Design vga_timing_gen, sky130hd; sources not shown.
### Placement by cell class

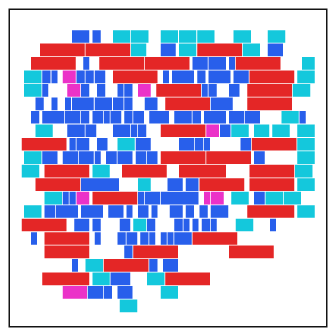
Key: flip-flops = red [cells 36, share of their area 41%]; clock drivers and dummy loads = magenta [cells 8, share of their area 2.8%]; all other logic = blue [cells 121, share of their area 37%]; other buffers and delay cells = cyan [cells 43, share of their area 19%]
final core occ: 0.669
core box area: 3390 µm²
Seq/total area: 0.399
final instance area: 2270 µm²
FP Rows: 21

### Ports around the boundary

Pins as bars across the die edge, other pins in gray.
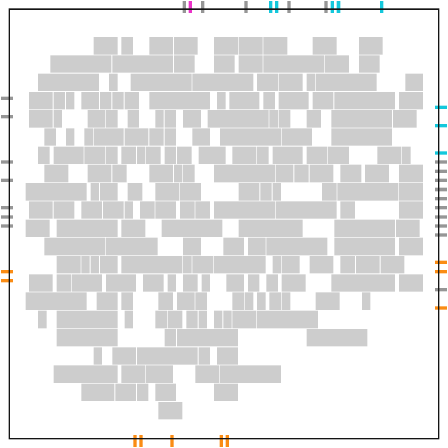
Key: frame_cnt = cyan [pins 8, direction output, edge 5 north, 3 east]; frame_start = magenta [pins 1, direction output, edge north]; posx = orange [pins 10, direction output, edge 5 south, 3 east, 2 west]
die span in y: 63.8 µm
Die W: 63.8 µm
IO Port Bufs: 40

### Routing congestion map

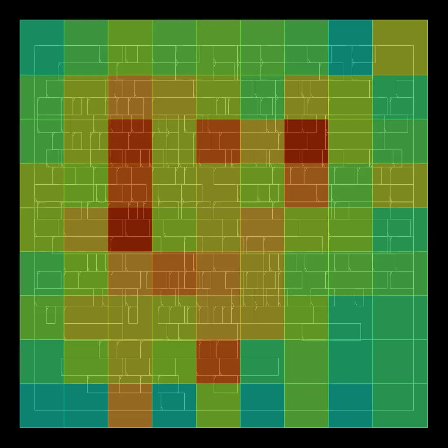
gr busiest metal: met2
Total GRT Usage: 0.189
GRT met2 Usage: 0.292

==> reports/qor.yml <==
yosys.area_share.xor_xnor: 0.0799
syn_inst: 162
vias: 1367
p_comb_frac: 0.027
cts_tree: "done"
syn2layout_area_growth_pct: 29.2
hp-class: "reg2reg"
dp_hpwl_um: 2490
endpoint_kind: "primary output"
cts_setup_buffers: 0
min_period_ns: 2.32
p_sw_frac: 0.220
worst_slew_pin_slew_ns: 0.434
rsz0062_at_grt: "false"
place_area_um2: 2210
synthTopCellsByArea: "dfrtp_1 (49%), xor2_1 (5.5%), ha_1 (3.6%)"
clockBufferDepth: 2
fin_cells: 254
drt-total-wl_um: 3470
finalClockPeriodUsage: 0.929
htree_levels: 2
grt_pass1_vias: 1345
cts.sinks: 36
compound_area_frac: 0.0492
synthesis.area_per_instance_um2: 10.8
n_antenna_cell: 0
top_cells_by_count: "dfrtp_1 (34), nand2_1 (14), nand3_1 (11), xor2_1 (11), inv_1 (9)"
wl_per_cell_um: 13.6
via_per_inst: 5.38
reg2reg_depth: 5
arrival_ns: 1.85
ys_sh_adder: 0.0357
status: "complete, no violations"
maxSlewViolCount: 0
slew_headroom: 0.711
top_area_frac: 0.485
slowest_stage: "clkdlybuf4s50_1"
final_common_cell: "clkdlybuf4s50_1"
most_common_cell: "dfrtp_1"
warnings: 28
clock_latency_ns: 0.34
simple_gate_area_frac: 0.267
mux_share: 0.0178
final_cell_mix: "clkdlybuf4s50_1 (38), dfrtp_1 (33), nand2_1 (14)"
drtPass1Iterations: 4
p_int_uw: 734
hold_ws_ns: 0.263
crit_required_ns: 2.03
ys_top_logic_family: "simple AND/OR/NAND/NOR gates"
cts_inserted_buffers: 5
clkTransAtPathRegs_ns: 0.11
yosysCellCount: 162
fp_util: 0.518
gr-total-overflow: 0
drive_above_1_share: 0.139
p_clk_uw: 330
reg2reg_slack_ns: 0.40
yosys.stat.seqShare: 0.515
yosys_warnings: 0
p_per_area_nw_per_um2: 415
finalPower_uw: 941
fp.dieArea_um2: 4070
hold_viol_final: 0
yosys_area_um2: 1750
largest_area_cell: "dfrtp_1"
grt_max_degree: 37
antenna_found_initial: 0
placedCellCount: 246
ios: 41
async_reset_ff_frac: 1.00
holdPathStages: 1
drt_iter0_drc: 71
netlist_area_um2: 1750
clock-root-buffer: "clkbuf_4"
peakVddDrop_v: 0.000314
synth_cell_types: 37
p_sw_uw: 207
critPathLaunchType: "register"
p_leak_uw: 0.00101
flop_cell: "dfrtp_1"
max_cap_violations: 0
cts_resized: 3
powerComb_uw: 25.4
critPathMaxFanout: 7
p_clk_frac: 0.351
nets: 217
power_frac_seq: 0.622
max_freq_ghz: 0.430
grt_pass1_wl_um: 6110
seq_cell_power_uw: 585
gp_congestion: 0.839
ctsHoldBuffers: 0
fin_ws_ns: 0.177
fp_nets: 172
power_leader: "registers"
edf_count: 0
worst-setup-path-type: "reg2out"
dp_slack_ns: 0.289
setup_tns_ns: 0
setup_viol: 0
[worst max-delay path: cells and delay by family (launching register included)]
family                 cells  cell delay [ns]
buffers and inverters      1             0.56
DFF                        1             0.46
and+or+nand+nor            2             0.49
[metal layers]
| metal | track usage | vias up | routed length [µm] |
|---|---|---|---|
| met4 | 0.0516 | 0 | 16 |
| met5 | 0 | - | 0 |
| met2 | 0.292 | 53 | 1590 |
| met3 | 0.0687 | 2 | 275 |
| met1 | 0.252 | 651 | 1590 |
| li1 | - | 661 | - |
[final cells by class]
cell class | instances | area, µm² | area share
multi-input combinational | 112 | 788 | 0.348
timing repair buffer | 43 | 420 | 0.185
clock inverter | 1 | 7.51 | 0.00331
sequential | 36 | 905 | 0.399
inverter | 9 | 33.8 | 0.0149
tap | 46 | 57.6 | 0.0254
clock buffer | 7 | 55.1 | 0.0243
